`src/rtl/fetch_if.sv`:
```
// fetch_if: bundles the IF-stage control inputs, instruction ROM bus and
// IF/ID register outputs of fetch_stage.
//   master : the fetch stage (drives imem_addr_o and the IF/ID fields)
//   slave  : hazard/branch logic, instruction ROM and decode
// Signals:
//   stall_i, flush_i, redirect_i, redirect_pc_i    control from EX/hazard unit
//   imem_addr_o / imem_rdata_i                     combinational ROM port
//   instr_d_o, pc_d_o, pc_plus4_d_o, valid_d_o     IF/ID register
//   misalign_o                                     sticky misaligned-target flag
//   fetch_cnt_o, bubble_cnt_o                      only with FETCH_PERF_CNT_EN
interface fetch_if;
    logic        stall_i;
    logic        flush_i;
    logic        redirect_i;
    logic [31:0] redirect_pc_i;
    logic [31:0] imem_addr_o;
    logic [31:0] imem_rdata_i;
    logic [31:0] instr_d_o;
    logic [31:0] pc_d_o;
    logic [31:0] pc_plus4_d_o;
    logic        valid_d_o;
    logic        misalign_o;
`ifdef FETCH_PERF_CNT_EN
    logic [31:0] fetch_cnt_o;
    logic [31:0] bubble_cnt_o;
`endif

    modport master (
`ifdef FETCH_PERF_CNT_EN
        output fetch_cnt_o,
        output bubble_cnt_o,
`endif
        input  stall_i,
        input  flush_i,
        input  redirect_i,
        input  redirect_pc_i,
        output imem_addr_o,
        input  imem_rdata_i,
        output instr_d_o,
        output pc_d_o,
        output pc_plus4_d_o,
        output valid_d_o,
        output misalign_o
    );

    modport slave (
`ifdef FETCH_PERF_CNT_EN
        input  fetch_cnt_o,
        input  bubble_cnt_o,
`endif
        output stall_i,
        output flush_i,
        output redirect_i,
        output redirect_pc_i,
        input  imem_addr_o,
        output imem_rdata_i,
        input  instr_d_o,
        input  pc_d_o,
        input  pc_plus4_d_o,
        input  valid_d_o,
        input  misalign_o
    );
endinterface

```
`src/rtl/fetch_stage.sv`:
```
// fetch_stage: IF stage of the RV32IM 5-stage pipeline.
// Holds the PC, presents it to the combinational instruction ROM and captures
// the returned word, its PC and PC+4 into the IF/ID register one cycle later.
// Ports:
//   clk  - pipeline clock (rising edge)
//   rst  - synchronous active-high reset
//   bus  - fetch_if.master: stall/flush/redirect control, ROM port, IF/ID outputs,
//          sticky misalign flag
// Optional feature: define FETCH_PERF_CNT_EN to add the fetch_cnt_o and
// bubble_cnt_o performance counters to the interface.
// Priority per edge: rst > redirect > stall > advance for the PC;
//                    rst > redirect|flush > stall > capture for IF/ID.
module fetch_stage #(
    parameter logic [31:0] RESET_PC  = 32'h0000_0000,
    parameter logic [31:0] NOP_INSTR = 32'h0000_0013
) (
    input  logic   clk,
    input  logic   rst,
    fetch_if.master bus
);

    logic [31:0] pc_q;
    logic [31:0] pc_next4;
    logic [31:0] instr_p1;
    logic [31:0] pc_p1;
    logic [31:0] pc_plus4_p1;
    logic        vld_p1;
    logic        misalign_q;
    logic        bubble_load;
    logic        capture;

    // Wraps naturally modulo 2^32.
    assign pc_next4    = pc_q + 32'd4;
    assign bubble_load = bus.redirect_i | bus.flush_i;
    assign capture     = ~bubble_load & ~bus.stall_i;

    // ---- IF: program counter ----
    always_ff @(posedge clk) begin
        if (rst) begin
            pc_q <= RESET_PC;
        end else if (bus.redirect_i) begin
            // Low bits are dropped; a misaligned target is only flagged.
            pc_q <= {bus.redirect_pc_i[31:2], 2'b00};
        end else if (!bus.stall_i) begin
            pc_q <= pc_next4;
        end
    end

    always_ff @(posedge clk) begin
        if (rst) begin
            misalign_q <= 1'b0;
        end else if (bus.redirect_i && (bus.redirect_pc_i[1:0] != 2'b00)) begin
            misalign_q <= 1'b1;
        end
    end

    // ---- IF/ID boundary ----
    // A bubble keeps the previous pc/pc+4; only instr and valid are squashed.
    always_ff @(posedge clk) begin
        if (rst) begin
            instr_p1    <= NOP_INSTR;
            pc_p1       <= 32'd0;
            pc_plus4_p1 <= 32'd0;
            vld_p1      <= 1'b0;
        end else if (bubble_load) begin
            instr_p1    <= NOP_INSTR;
            vld_p1      <= 1'b0;
        end else if (capture) begin
            instr_p1    <= bus.imem_rdata_i;
            pc_p1       <= pc_q;
            pc_plus4_p1 <= pc_next4;
            vld_p1      <= 1'b1;
        end
    end

`ifdef FETCH_PERF_CNT_EN
    logic [31:0] fetch_cnt_q;
    logic [31:0] bubble_cnt_q;

    always_ff @(posedge clk) begin
        if (rst) begin
            fetch_cnt_q  <= 32'd0;
            bubble_cnt_q <= 32'd0;
        end else begin
            if (capture)     fetch_cnt_q  <= fetch_cnt_q + 32'd1;
            if (bubble_load) bubble_cnt_q <= bubble_cnt_q + 32'd1;
        end
    end

    assign bus.fetch_cnt_o  = fetch_cnt_q;
    assign bus.bubble_cnt_o = bubble_cnt_q;
`endif

    assign bus.imem_addr_o  = pc_q;
    assign bus.instr_d_o    = instr_p1;
    assign bus.pc_d_o       = pc_p1;
    assign bus.pc_plus4_d_o = pc_plus4_p1;
    assign bus.valid_d_o    = vld_p1;
    assign bus.misalign_o   = misalign_q;

endmodule
```
`src/flat_wrapper.sv`:
```
// flat-port wrapper written by rule: the top's interface ports become plain ports
module fetch_stage_flat 
#(
    parameter logic [31:0] RESET_PC  = 32'h0000_0000,
    parameter logic [31:0] NOP_INSTR = 32'h0000_0013
)
  (clk, rst, bus_stall_i, bus_flush_i, bus_redirect_i, bus_redirect_pc_i, bus_imem_addr_o, bus_imem_rdata_i, bus_instr_d_o, bus_pc_d_o, bus_pc_plus4_d_o, bus_valid_d_o, bus_misalign_o);
  fetch_if bus_i ();
  input  logic clk;
  input  logic rst;
  input wire logic [$bits(bus_i.stall_i)-1:0] bus_stall_i;
  input wire logic [$bits(bus_i.flush_i)-1:0] bus_flush_i;
  input wire logic [$bits(bus_i.redirect_i)-1:0] bus_redirect_i;
  input wire logic [$bits(bus_i.redirect_pc_i)-1:0] bus_redirect_pc_i;
  output wire logic [$bits(bus_i.imem_addr_o)-1:0] bus_imem_addr_o;
  input wire logic [$bits(bus_i.imem_rdata_i)-1:0] bus_imem_rdata_i;
  output wire logic [$bits(bus_i.instr_d_o)-1:0] bus_instr_d_o;
  output wire logic [$bits(bus_i.pc_d_o)-1:0] bus_pc_d_o;
  output wire logic [$bits(bus_i.pc_plus4_d_o)-1:0] bus_pc_plus4_d_o;
  output wire logic [$bits(bus_i.valid_d_o)-1:0] bus_valid_d_o;
  output wire logic [$bits(bus_i.misalign_o)-1:0] bus_misalign_o;
  assign bus_i.stall_i = bus_stall_i;
  assign bus_i.flush_i = bus_flush_i;
  assign bus_i.redirect_i = bus_redirect_i;
  assign bus_i.redirect_pc_i = bus_redirect_pc_i;
  assign bus_imem_addr_o = bus_i.imem_addr_o;
  assign bus_i.imem_rdata_i = bus_imem_rdata_i;
  assign bus_instr_d_o = bus_i.instr_d_o;
  assign bus_pc_d_o = bus_i.pc_d_o;
  assign bus_pc_plus4_d_o = bus_i.pc_plus4_d_o;
  assign bus_valid_d_o = bus_i.valid_d_o;
  assign bus_misalign_o = bus_i.misalign_o;
  fetch_stage #(.RESET_PC(RESET_PC), .NOP_INSTR(NOP_INSTR)) u_core (.clk(clk), .rst(rst), .bus(bus_i));
endmodule
```
`config.mk`:
```
export PLATFORM = sky130hd
export DESIGN_NAME = fetch_stage_flat
export DESIGN_NICKNAME = d
export VERILOG_FILES = /design/src/rtl/fetch_if.sv /design/src/rtl/fetch_stage.sv /design/src/flat_wrapper.sv
export SDC_FILE = /design/constraint.sdc
export NUM_CORES = 1
export LEC_CHECK = 0
export ABC_AREA = 1
export CAP_MARGIN = 20
export CORE_MARGIN = 8
export CORE_UTILIZATION = 48
export DETAILED_ROUTE_END_ITERATION = 10
export PLACE_DENSITY = 0.81
export REMOVE_ABC_BUFFERS = 1
export SLEW_MARGIN = 20
export SYNTH_ARGS = -nofsm -noshare
export SYNTH_HDL_FRONTEND = slang
export SYNTH_SLANG_ARGS = --single-unit
```
`constraint.sdc`:
```
create_clock -name clk -period 3.4 [get_ports clk]
set_clock_uncertainty 0.05 [all_clocks]
set_input_delay 1.02 -clock clk [delete_from_list [all_inputs] [get_ports clk]]
set_output_delay 1.02 -clock clk [all_outputs]
set_load 0.02 [all_outputs]
```
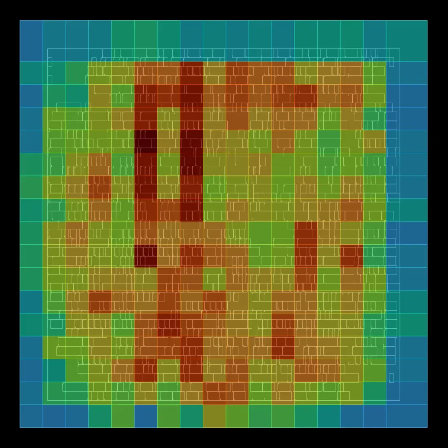
*Routing congestion map*
final design utilization: 0.718
aggregate global-route resource usage: 0.225
detail-routed net length per standard cell: 15.8 microns
GR Util met1: 0.272
GR Util met2: 0.385

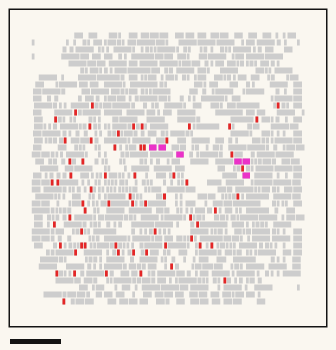
*Gate-type map*
The bar under the picture is 20 microns long.
[magenta] non-inverting ao/oa cells | cells: 6
[red] inv cells | cells: 63
most frequent logic cell in the layout: sky130_fd_sc_hd__nand2_1
share of cell area taken by multi-input logic gates: 0.315
Non-Filler Instances: 1114

==> impl.org <==
* Flow results

** Placed design
- Global placer's final weighted congestion :: 0.869
- Setup slack on the worst path after placement came out at slightly below 0.5 ns.
- The placed instances occupy a cell area of ~0.0075 sq mm.
- During placement, the flow inserted port buffers numbering 192.
- The HPWL after detailed placement is around 12000 microns.

** Timing
- Minimum clock period after layout :: between 2 and 3 ns
- Timing would allow up to between 0.3 and 0.4 GHz.
- Portion of the clock cycle consumed by the worst path in the final layout :: 0.795
- In the final report, the number of pins over their slew limit comes to 0.
- Setup repair after global routing missed its margin :: false
- Slew HR :: 0.581
- The critical path in the final layout is reported with a setup slack of roughly 0.7 ns.
- For the pin with the worst max-slew slack, the measured transition is around 0.63 ns.

** Run status
- Result of the run :: completed

** Clock tree
- H-tree depth reported by CTS :: 4
- TritonCTS built the clock tree.
- Count of buffers added by post-CTS timing repair for setup :: 0
- Looking at the worst setup and hold paths, the clock pins of their registers show a slew of about 0.050 ns.
- Post-cts repair resize count :: 0
- Clk buf depth :: 2
- Post-cts hold buffer count :: 0
- The root buffer cell chosen for the clock tree is sky130_fd_sc_hd__clkbuf_16.
- Per the skew report, the later register of the worst-skew pair sees a clock latency of ~0.41 ns.
- CTS saw 124 sinks.
- Buffers inserted during clock tree synthesis total 17.

** Logic synthesis
- The synthesized netlist has a Yosys-reported chip area of between 0.005 and 0.006 sq mm.
- Most frequent cell after synthesis :: sky130_fd_sc_hd__nand2_1
- Average footprint of a synthesized cell :: 7.05 sq um
- Netlist cell types :: 29
- Per the synth stats, the flop cell with the highest instance count is sky130_fd_sc_hd__dfxtp_1.
- In this run the cell area of the synthesized design comes to 0.00547 sq mm.
- Syn Inst Count :: approximately 780
- Yosys reported a register bit count of between 100 and 150.
- EDFF count, synth :: 0
- Cell taking the most area after synthesis :: sky130_fd_sc_hd__dfxtp_1
- After synthesis, the share of flip-flops with an asynchronous set or reset is 0.
- The main area contributors are sky130_fd_sc_hd__dfxtp_1 45%, sky130_fd_sc_hd__nand2_1 16%, sky130_fd_sc_hd__a21oi_1 7.6%.
- Per Yosys stat, the portion of area used by sequential elements is 0.454.
- The synth_stat.txt file lists the number of cells as about 780.

** Critical path
- Endpoint of the worst register-to-register path :: u_core.bus.pc_plus4_d_o[20]
- The STA report counts the stages on the worst setup path as 1.
- Worst Reg2Reg Path Length in Cells :: 8
- Maximum fanout along the worst path :: 6
- Data required time of the critical path :: ~2.3 ns
- Combined buffer and inverter count along the critical path :: 1
- Per STA, the worst path is made up of clkdlybuf4s50_1.
- Library cell contributing the largest single delay on the critical path :: sky130_fd_sc_hd__clkdlybuf4s50_1
- The worst setup path is launched from a flop.
- Capture point of the worst path :: bus_imem_addr_o[18]
- Flop2flop setup slack :: 1.57 ns

** GRT
- For met3 alone, demand over resource in global routing was 0.0492.
- In this run the most used layer during global routing was met2.
- Maximum number of pins on one net before global-route repair :: around 77
- Recorded from the global router log, the overflow total was 0.

** Routing
- Detailed Routing Iterations Pass 1 :: 5
- Routed length on met2 :: 8760 microns
- Antenna Nets Post-Route :: 0
- Top layer reached by signal wires :: met4
- In the routed layout, each cell is associated on average with a via count of roughly 5.0.
- Drt first-iter violations :: roughly 490
- Met1 wire length :: roughly 7400 microns
- Routed length on met3 :: approximately 1100 microns
- In the routed design, unresolved DRC markers number 0.

** Floorplanning
- Chip footprint :: approximately 0.015 sq mm
- Row generation in the floorplan step produced 39 rows.
- Die span in y :: about 120 microns
- The total area inside the core boundary comes to 0.0113 sq mm.
- Number of top-level pins :: 199
- Initial Utilization :: 0.486

** Min path
- The endpoint of the worst hold path is reported as u_core.bus.instr_d_o[1].
- The type recorded for the worst min-delay path is flop to flop.
- Hold path startpoint :: u_core.bus.instr_d_o[1]
- Count of cells along the worst hold path :: 2

** Finish
- Final #Nets :: 1028
- Count of antenna diodes in the layout :: 0
- Post-route cell area :: just over 0.008 sq mm
- The top cell types in the final layout, fill and taps aside, are 238 x sky130_fd_sc_hd__nand2_1, 191 x sky130_fd_sc_hd__clkdlybuf4s50_1, 124 x sky130_fd_sc_hd__dfxtp_1, 90 x sky130_fd_sc_hd__nor2_1, 83 x sky130_fd_sc_hd__a21oi_1.

** Power and ir drop
- For this design the ratio of total power to cell area is 488 mW/mm^2.
- Peak supply drop :: between 0.3 and 0.4 mV
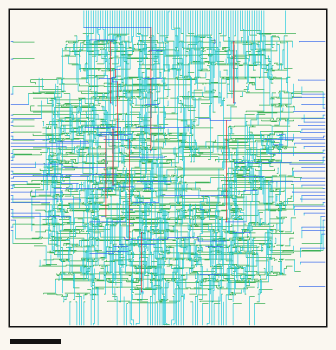
*Metal layers overlaid*
The bar under the picture is 20 microns long.
[blue] M3 | wire length: 1130 microns
[red] M4 | wire length: 275 microns
[green] M1 | wire length: 7420 microns
[cyan] M2 | wire length: 8760 microns
Total Routed Length: 17600 microns
via count: 5564

==> flip-flops by register name, summed over array words and instances (netlist names) <==
name                     flops
u_core.bus.valid_d_o         1
u_core.bus.pc_plus4_d_o     30
u_core.bus.imem_addr_o      30
u_core.bus.pc_d_o           30
u_core.bus.instr_d_o        32
u_core.bus.misalign_o        1
==> worst reg2reg max path: stages, from the launching register on <==
cell                      delay (ns)
sky130_fd_sc_hd__dfxtp_1        0.42
sky130_fd_sc_hd__ha_1           0.27
sky130_fd_sc_hd__inv_1          0.11
sky130_fd_sc_hd__nor2_4         0.19
sky130_fd_sc_hd__nand3_1        0.21
sky130_fd_sc_hd__o21ai_0        0.20
sky130_fd_sc_hd__nand2_1        0.10
sky130_fd_sc_hd__nand2_1        0.08
sky130_fd_sc_hd__a21oi_1        0.06
==> area by class of cell <==
type                       count  area [sq um]
fill                         931          3170
multi-input combinational    548          2550
sequential                   124          2480
timing repair buffer         204          2030
clock buffer                  25           485
inverter                      63           236
tap                          143           179
clock inverter                 7           135
==> power by group <==
| group | internal (uW) | switching [uW] |
|---|---|---|
| sequential | 1510 | 51.0 |
| clock | 1280 | 635 |
| combinational | 222 | 255 |
==> per-stage QoR <==
step           utilization  TNS [ns]  hold WS [ns]  power [uW]  instances
2_1_floorplan            -    -23.78         0.470        1790        735
3_3_place_gp         0.663         0         0.388        2060       1082
3_5_place_dp         0.663         0         0.391        2060       1082
4_1_cts              0.718         0         0.406        3970       1114
5_1_grt              0.718         0         0.424        4070       1114
6_report             0.718         0         0.401        3950       1114
==> cell families after synthesis <==
group,count (synthesis),synth area share
adders and majority gates,1,0.00229
and+or+nand+nor,367,0.276
other,1,0.000685
DFF,124,0.454
xor gates and xnor gates,15,0.0295
buffers and inverters,109,0.0853
AOI/OAI and AO/OA,159,0.153
No activity file was given, so power comes from the tool's default toggle rates.
